### src/rtl/alu_pkg.sv
// Shared constants and types for the ALU issue front end: select codes,
// RV32 opcode/funct fields, FSM states and the decoded-instruction record.
package alu_pkg;

    localparam logic [2:0] ALU_ADD  = 3'b000;
    localparam logic [2:0] ALU_SUB  = 3'b001;
    localparam logic [2:0] ALU_AND  = 3'b010;
    localparam logic [2:0] ALU_XOR  = 3'b011;
    localparam logic [2:0] ALU_SLTU = 3'b101;

    localparam logic [6:0] OPC_OP    = 7'b0110011;
    localparam logic [6:0] OPC_OPIMM = 7'b0010011;

    localparam logic [2:0] F3_ADD  = 3'b000;
    localparam logic [2:0] F3_XOR  = 3'b100;
    localparam logic [2:0] F3_AND  = 3'b111;
    localparam logic [2:0] F3_SLTU = 3'b011;

    localparam logic [6:0] F7_BASE = 7'b0000000;
    localparam logic [6:0] F7_SUB  = 7'b0100000;

    typedef enum logic [1:0] {
        ST_IDLE = 2'd0,
        ST_EXEC = 2'd1,
        ST_DONE = 2'd2
    } state_e;

    typedef struct packed {
        logic [2:0] sel;
        logic       ill;
        logic       use_imm;
    } dec_t;

endpackage

### src/rtl/alu_regfile.sv
// Architectural register file: two combinational read ports, one synchronous
// write port, cleared by reset; x0 is never written and always reads zero.
module alu_regfile #(
    parameter int XLEN = 32,
    parameter int NREG = 32,
    parameter int RAW  = $clog2(NREG)
) (
    input  logic            clk,
    input  logic            rst,
    input  logic [RAW-1:0]  ra1_i,
    input  logic [RAW-1:0]  ra2_i,
    output logic [XLEN-1:0] rd1_o,
    output logic [XLEN-1:0] rd2_o,
    input  logic            we_i,
    input  logic [RAW-1:0]  wa_i,
    input  logic [XLEN-1:0] wd_i
);

    logic [XLEN-1:0] regs_q [NREG];

    always_ff @(posedge clk or posedge rst) begin
        if (rst) begin
            for (int i = 0; i < NREG; i++) begin
                regs_q[i] <= '0;
            end
        end else if (we_i && (wa_i != '0)) begin
            regs_q[wa_i] <= wd_i;
        end
    end

    assign rd1_o = (ra1_i == '0) ? '0 : regs_q[ra1_i];
    assign rd2_o = (ra2_i == '0) ? '0 : regs_q[ra2_i];

endmodule

### src/rtl/alu_issue_unit.sv
// Issue front end for the 32-bit ALU: decodes RV32 ALU ops, reads operands,
// drives the combinational ALU for one cycle and reports the writeback.
module alu_issue_unit #(
    parameter int XLEN = 32,
    parameter int NREG = 32,
    parameter int RAW  = $clog2(NREG)
) (
    input  logic            clk,
    input  logic            rst,
    input  logic            instr_valid,
    output logic            instr_ready,
    input  logic [31:0]     instr,
    output logic [XLEN-1:0] alu_a,
    output logic [XLEN-1:0] alu_b,
    output logic [2:0]      alu_sel,
    input  logic [XLEN-1:0] alu_result,
    output logic            res_valid,
    input  logic            res_ready,
    output logic [XLEN-1:0] res_data,
    output logic [4:0]      res_rd,
    output logic            res_illegal
);
    import alu_pkg::*;

    function automatic dec_t decode(input logic [31:0] ins);
        dec_t       d;
        logic [6:0] opc;
        logic [6:0] f7;
        logic [2:0] f3;
        logic       alu_f3;
        opc       = ins[6:0];
        f3        = ins[14:12];
        f7        = ins[31:25];
        d.ill     = 1'b1;
        d.use_imm = 1'b0;
        case (f3)
            F3_XOR:  d.sel = ALU_XOR;
            F3_AND:  d.sel = ALU_AND;
            F3_SLTU: d.sel = ALU_SLTU;
            default: d.sel = ALU_ADD;
        endcase
        alu_f3 = (f3 == F3_ADD) || (f3 == F3_XOR) || (f3 == F3_AND) || (f3 == F3_SLTU);
        if (opc == OPC_OP) begin
            if ((f7 == F7_BASE) && alu_f3) begin
                d.ill = 1'b0;
            end else if ((f7 == F7_SUB) && (f3 == F3_ADD)) begin
                d.ill = 1'b0;
                d.sel = ALU_SUB;
            end
        end else if (opc == OPC_OPIMM) begin
            d.use_imm = 1'b1;
            d.ill     = !alu_f3;
        end
        // RV32E builds reject indices beyond the implemented register count
        if ((32'(ins[11:7]) >= NREG) || (32'(ins[19:15]) >= NREG) ||
            (!d.use_imm && (32'(ins[24:20]) >= NREG))) begin
            d.ill = 1'b1;
        end
        if (d.ill) begin
            d.sel = ALU_ADD;
        end
        return d;
    endfunction

    state_e          state_q;
    logic [XLEN-1:0] alu_a_q, alu_b_q;
    logic [2:0]      alu_sel_q;
    logic [4:0]      rd_q;
    logic            ill_q;
    logic            res_valid_q, res_illegal_q;
    logic [XLEN-1:0] res_data_q;
    logic [4:0]      res_rd_q;

    dec_t            dec;
    logic [4:0]      rs1_idx, rs2_idx;
    logic [XLEN-1:0] rs1_val, rs2_val, imm;
    logic [XLEN-1:0] op_a_d, op_b_d;
    logic [2:0]      sel_d;
    logic            accept;
    logic            wb_en;

    assign dec     = decode(instr);
    assign rs1_idx = instr[19:15];
    assign rs2_idx = instr[24:20];
    assign imm     = {{(XLEN-12){instr[31]}}, instr[31:20]};

    // Illegal instructions park the ALU on ADD with zero operands
    always_comb begin
        op_a_d = rs1_val;
        op_b_d = dec.use_imm ? imm : rs2_val;
        sel_d  = dec.sel;
        if (dec.ill) begin
            op_a_d = '0;
            op_b_d = '0;
        end
    end

    assign instr_ready = (state_q == ST_IDLE) || ((state_q == ST_DONE) && res_ready);
    assign accept      = instr_valid && instr_ready;
    assign wb_en       = (state_q == ST_EXEC) && !ill_q;

    alu_regfile #(
        .XLEN (XLEN),
        .NREG (NREG),
        .RAW  (RAW)
    ) u_regfile (
        .clk   (clk),
        .rst   (rst),
        .ra1_i (rs1_idx[RAW-1:0]),
        .ra2_i (rs2_idx[RAW-1:0]),
        .rd1_o (rs1_val),
        .rd2_o (rs2_val),
        .we_i  (wb_en),
        .wa_i  (rd_q[RAW-1:0]),
        .wd_i  (alu_result)
    );

    always_ff @(posedge clk or posedge rst) begin
        if (rst) begin
            state_q       <= ST_IDLE;
            alu_a_q       <= '0;
            alu_b_q       <= '0;
            alu_sel_q     <= ALU_ADD;
            rd_q          <= '0;
            ill_q         <= 1'b0;
            res_valid_q   <= 1'b0;
            res_data_q    <= '0;
            res_rd_q      <= '0;
            res_illegal_q <= 1'b0;
        end else begin
            if (accept) begin
                alu_a_q   <= op_a_d;
                alu_b_q   <= op_b_d;
                alu_sel_q <= sel_d;
                rd_q      <= instr[11:7];
                ill_q     <= dec.ill;
            end
            case (state_q)
                ST_IDLE: begin
                    if (accept) begin
                        state_q <= ST_EXEC;
                    end
                end
                ST_EXEC: begin
                    res_valid_q   <= 1'b1;
                    res_data_q    <= ill_q ? '0 : alu_result;
                    res_rd_q      <= rd_q;
                    res_illegal_q <= ill_q;
                    state_q       <= ST_DONE;
                end
                ST_DONE: begin
                    if (res_ready) begin
                        res_valid_q <= 1'b0;
                        state_q     <= accept ? ST_EXEC : ST_IDLE;
                    end
                end
                default: state_q <= ST_IDLE;
            endcase
        end
    end

    assign alu_a       = alu_a_q;
    assign alu_b       = alu_b_q;
    assign alu_sel     = alu_sel_q;
    assign res_valid   = res_valid_q;
    assign res_data    = res_data_q;
    assign res_rd      = res_rd_q;
    assign res_illegal = res_illegal_q;

endmodule

### config.mk
export PLATFORM = sky130hd
export DESIGN_NAME = alu_issue_unit
export DESIGN_NICKNAME = d
export VERILOG_FILES = /design/src/rtl/alu_pkg.sv /design/src/rtl/alu_regfile.sv /design/src/rtl/alu_issue_unit.sv
export SDC_FILE = /design/constraint.sdc
export NUM_CORES = 2
export LEC_CHECK = 0
export ABC_CLOCK_PERIOD_IN_PS = 106800
export CAP_MARGIN = 10
export CORE_AREA = 3 3 397 399
export CTS_BUF_LIST = sky130_fd_sc_hd__clkbuf_2 sky130_fd_sc_hd__clkbuf_4 sky130_fd_sc_hd__clkbuf_8
export DETAILED_ROUTE_END_ITERATION = 10
export DIE_AREA = 0 0 400 402
export SKIP_LAST_GASP = 1
export SLEW_MARGIN = 20
export SYNTH_ARGS = -nofsm -noshare
export SYNTH_HDL_FRONTEND = slang
export SYNTH_SLANG_ARGS = --single-unit
export TNS_END_PERCENT = 50
### constraint.sdc
create_clock -name clk -period 106.8 [get_ports clk]
set_input_delay 32.04 -clock clk [delete_from_list [all_inputs] [get_ports clk]]
set_output_delay 32.04 -clock clk [all_outputs]
set_load 0.02 [all_outputs]
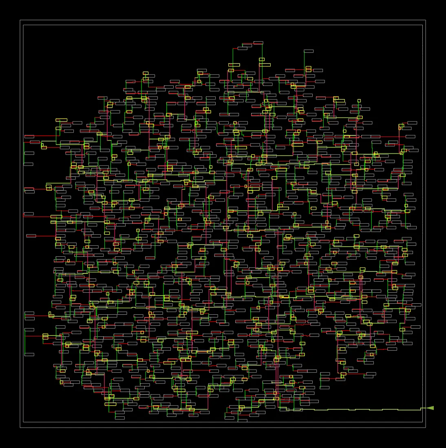
Fig. 1. Clock wiring as the flow saved it.
insertion delay of the later-clocked pin in the worst-skew pair: 0.92 ns
skew final: 0.0456 ns
Clock Buffer Count: 311
reported clock group power: 0.458 mW

==> impl_metrics.xml <==
<?xml version="1.0" encoding="UTF-8"?>
<metrics>
  <group name="run">
    <metric name="maxCapViolCount" unit="">0</metric>
    <metric name="warning_count" unit="">36</metric>
  </group>
  <group name="cells_and_area">
    <metric name="final_cell_area_excluding_filler_cells" unit="µm²">66300</metric>
    <metric name="area.growth.synth_to_final" unit="%">13.5</metric>
    <metric name="layout.filler_cells" unit="">14000</metric>
    <metric name="final_net_count" unit="">3919</metric>
    <metric name="final-seq-area" unit="µm²">28500</metric>
    <metric name="final_core_utilization" unit="%">43.0</metric>
    <metric name="final-comb-area" unit="µm²">28300</metric>
    <metric name="drive_above_1_share" unit="%">51.9</metric>
  </group>
  <group name="routing">
    <metric name="dr_pass1_iterations" unit="">5</metric>
    <metric name="post_route_drc" unit="">0</metric>
    <metric name="via_per_inst" unit="">6.00</metric>
    <metric name="drt-wirelength-per-cell" unit="µm">30.5</metric>
    <metric name="drt_iter0_drc" unit="">2698</metric>
    <metric name="route.final.wire_length" unit="µm">185000</metric>
    <metric name="antenna_viol_nets_final" unit="">0</metric>
  </group>
  <group name="die">
    <metric name="die_h" unit="µm">402</metric>
    <metric name="die_area" unit="µm²">161000</metric>
    <metric name="floorplan.core_area" unit="µm²">154000</metric>
    <metric name="core.rowCount" unit="">144</metric>
    <metric name="fp_util" unit="%">37.9</metric>
    <metric name="ioPinCount" unit="">175</metric>
    <metric name="die-width" unit="µm">400</metric>
  </group>
  <group name="setup_path">
    <metric name="critical_path_destination" unit="">instr_ready</metric>
    <metric name="critPathKind" unit="">in2out</metric>
    <metric name="critical_path_required" unit="ns">74.76</metric>
    <metric name="worstPathMaxFanout" unit="">3</metric>
    <metric name="ff2ff_setup_slack" unit="ns">102.84</metric>
    <metric name="setup.worst_path.start_class" unit="">input pin</metric>
    <metric name="timing.critical_path.depth" unit="">4</metric>
    <metric name="timing.critical_path.mode_cell" unit="">sky130_fd_sc_hd__clkdlybuf4s50_1</metric>
    <metric name="cp_data_arrival_time" unit="ns">33.45</metric>
    <metric name="timing.critical_path.from" unit="">res_ready</metric>
    <metric name="r2r_cells" unit="">6</metric>
    <metric name="rr_startpoint" unit="">state_q[1]</metric>
    <metric name="slowest_stage" unit="">sky130_fd_sc_hd__clkdlybuf4s50_1</metric>
    <metric name="crit_chain" unit="">clkdlybuf4s50_1 &gt; nand2b_1 &gt; and2_1 &gt; clkdlybuf4s50_1</metric>
    <metric name="crit_buf_inv" unit="">2</metric>
  </group>
  <group name="clock_tree">
    <metric name="cts-root-buf" unit="">sky130_fd_sc_hd__clkbuf_8</metric>
    <metric name="cts_max_path_buffers" unit="">3</metric>
    <metric name="clock_tree_from_tritoncts" unit="">yes</metric>
    <metric name="clock-sinks" unit="">1138</metric>
    <metric name="cts_hold_buffers" unit="">0</metric>
    <metric name="htree_num_levels" unit="">4</metric>
    <metric name="cts-resized-gates" unit="">0</metric>
    <metric name="clk_pin_slew_worst_paths" unit="ns">0.06</metric>
  </group>
  <group name="grt">
    <metric name="first_global_vias" unit="">38000</metric>
    <metric name="globalRoute.totalOverflow" unit="">0</metric>
    <metric name="grt_max_degree" unit="">156</metric>
    <metric name="globalRouteTotalUtil" unit="%">23.1</metric>
    <metric name="first_pass_grt_wire_length" unit="µm">271000</metric>
    <metric name="grt_antenna_before_repair" unit="">7</metric>
  </group>
  <group name="sta">
    <metric name="hold_viol_final" unit="">0</metric>
    <metric name="layout_worst_path_cycle_share" unit="%">61.3</metric>
    <metric name="setup_violations" unit="">0</metric>
    <metric name="slew_headroom" unit="%">24.0</metric>
    <metric name="fmax" unit="GHz">0.0153</metric>
    <metric name="timing.final.max_slew_violations" unit="">0</metric>
    <metric name="max_slew.worst_pin.slew" unit="ns">1.14</metric>
    <metric name="layout_min_cycle_time" unit="ns">65.49</metric>
    <metric name="sum_neg_setup_slack" unit="ns">0</metric>
    <metric name="rsz0062_at_grt" unit="">no</metric>
  </group>
  <group name="pwr">
    <metric name="powerDensity" unit="nW/µm²">15.4</metric>
    <metric name="leakage" unit="nW">28.4</metric>
  </group>
  <group name="logic_synthesis">
    <metric name="sequential_fraction_of_the_synthesis_area" unit="%">48.7</metric>
    <metric name="syn_inst" unit="">3817</metric>
    <metric name="mappedNetlistNets" unit="">3885</metric>
    <metric name="synth-warning-count" unit="">0</metric>
    <metric name="count_of_flip_flops_with_a_built_in_enable_after_synthesis" unit="">0</metric>
    <metric name="mappedNetlistArea" unit="µm²">58500</metric>
    <metric name="synth_flops" unit="">1138</metric>
    <metric name="synth.yosys.chip_area" unit="µm²">58500</metric>
    <metric name="dominantRegCellSynth" unit="">sky130_fd_sc_hd__dfrtp_1</metric>
    <metric name="post_synth_num_cell_types" unit="">56</metric>
    <metric name="yosys.area.top_type_share" unit="%">48.7</metric>
    <metric name="synthesis.area_per_instance" unit="µm²">15.3</metric>
    <metric name="netlist_top_cells_area" unit="">sky130_fd_sc_hd__dfrtp_1 (49%), sky130_fd_sc_hd__mux4_2 (20%), sky130_fd_sc_hd__mux2_2 (20%)</metric>
    <metric name="synth-async-reset-ratio" unit="%">100</metric>
    <metric name="cells_yosys" unit="">3817</metric>
  </group>
  <group name="placed_design">
    <metric name="dpl_cell_area" unit="µm²">61900</metric>
    <metric name="detailed_place_hpwl" unit="µm">102000</metric>
    <metric name="place_congestion" unit="">0.759</metric>
  </group>
  <group name="run_status">
    <metric name="outcome" unit="">finished, final reports clean</metric>
  </group>
  <group name="hold_path">
    <metric name="worstHoldPathCells" unit="">0</metric>
    <metric name="worst_hold_path.endpoint" unit="">u_regfile.regs_q[996]</metric>
    <metric name="hp-class" unit="">reg2reg</metric>
    <metric name="holdCritStartpoint" unit="">u_regfile.regs_q[996]</metric>
  </group>
</metrics>
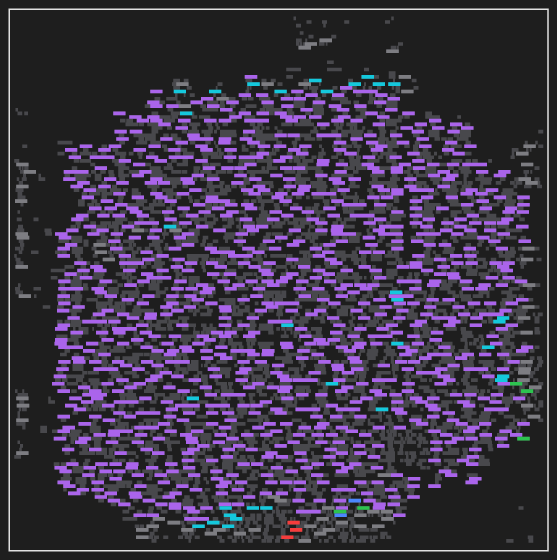
Fig. 2. Where the registers sit.
Other sequential cells in the stronger grey, the rest of the logic in the fainter grey.
- blue: state_q (sequential cells 2)
- green: rd_q (sequential cells 5)
- cyan: alu_b (sequential cells 32)
- purple: u_regfile.regs_q (sequential cells 1024)
- red: alu_sel (sequential cells 3)

cells by family (layout without fill, tap and decap cells):
kind of cell    Yosys count  after routing  synth area share (%)
simple gates            232            232                  1.96
buf+inv                 438            625                  3.27
mux                    1716           1716                  42.7
flops                  1138           1138                  48.7
xor+xnor                  1              1                0.0150
compound gates          292            292                  3.40
other cells               0              5                     0
per-stage QoR:
stage	setup WS, ns	power (mW)	instances	hold slack, ns
detailed placement	41.31	0.576	5697	0.363
global placement	41.27	0.574	5697	0.361
finish	41.31	1.02	6053	0.378
CTS	41.30	1.04	6048	0.377
floorplan	42.36	0.540	3817	0.425
global route	41.25	1.07	6052	0.392
final cells by class:
class	count	share of cell area, %
diodes	5	0.0189
clock buffers	311	5.90
clock inverters	40	0.932
inverters	7	0.0509
multi-input cells	2241	42.7
flip-flops and latches	1138	42.9
well taps	2044	3.86
repair buffers	267	3.64
cells in the final DEF (no fill, tap or decap), types with 6 or more instances in the layout:
master | netlist | routed
sky130_fd_sc_hd__a211oi_1 | 37 | 37
sky130_fd_sc_hd__nor2_4 | 0 | 14
sky130_fd_sc_hd__clkbuf_8 | 0 | 252
sky130_fd_sc_hd__nor3_1 | 11 | 9
sky130_fd_sc_hd__o22ai_1 | 86 | 86
sky130_fd_sc_hd__clkbuf_4 | 0 | 59
sky130_fd_sc_hd__buf_4 | 22 | 85
sky130_fd_sc_hd__nand2_2 | 0 | 14
sky130_fd_sc_hd__bufinv_16 | 0 | 14
sky130_fd_sc_hd__nor2_1 | 38 | 24
sky130_fd_sc_hd__mux4_2 | 516 | 516
sky130_fd_sc_hd__mux2i_1 | 153 | 153
sky130_fd_sc_hd__a22o_1 | 38 | 38
sky130_fd_sc_hd__buf_2 | 123 | 26
sky130_fd_sc_hd__o31ai_1 | 7 | 7
sky130_fd_sc_hd__buf_12 | 0 | 6
sky130_fd_sc_hd__a21oi_1 | 19 | 18
sky130_fd_sc_hd__clkinv_2 | 0 | 12
sky130_fd_sc_hd__nand2_1 | 96 | 80
sky130_fd_sc_hd__a22oi_1 | 6 | 6
sky130_fd_sc_hd__mux2_2 | 1030 | 1030
sky130_fd_sc_hd__o21ai_0 | 58 | 58
sky130_fd_sc_hd__dfrtp_1 | 1138 | 1137
sky130_fd_sc_hd__nand2b_1 | 38 | 34
sky130_fd_sc_hd__clkdlybuf4s50_1 | 0 | 141
sky130_fd_sc_hd__inv_6 | 0 | 6
sky130_fd_sc_hd__mux2_1 | 17 | 17
sky130_fd_sc_hd__o221ai_1 | 15 | 15
flip-flops by register name, summed over array words and instances, names as in the netlist:
register / cells
alu_a: 32
alu_b: 32
alu_sel: 3
ill_q: 1
rd_q: 5
res_data: 32
res_illegal: 1
res_rd: 5
res_valid: 1
state_q: 2
u_regfile.regs_q: 1024
power by group:
group | internal (mW) | switching, mW
Combinational | 0.0489 | 0.0589
Clock | 0.266 | 0.192
Sequential | 0.447 | 0.0124
per-layer routing:
layer | part of all wire (%) | GRT usage, %
met1 | 44 | 32.9
met5 | 0 | 0
met2 | 47 | 36.3
met4 | 2.7 | 6.83
met3 | 5.7 | 3.85
Power figures rest on the tool's default switching activity, not on a simulated workload.
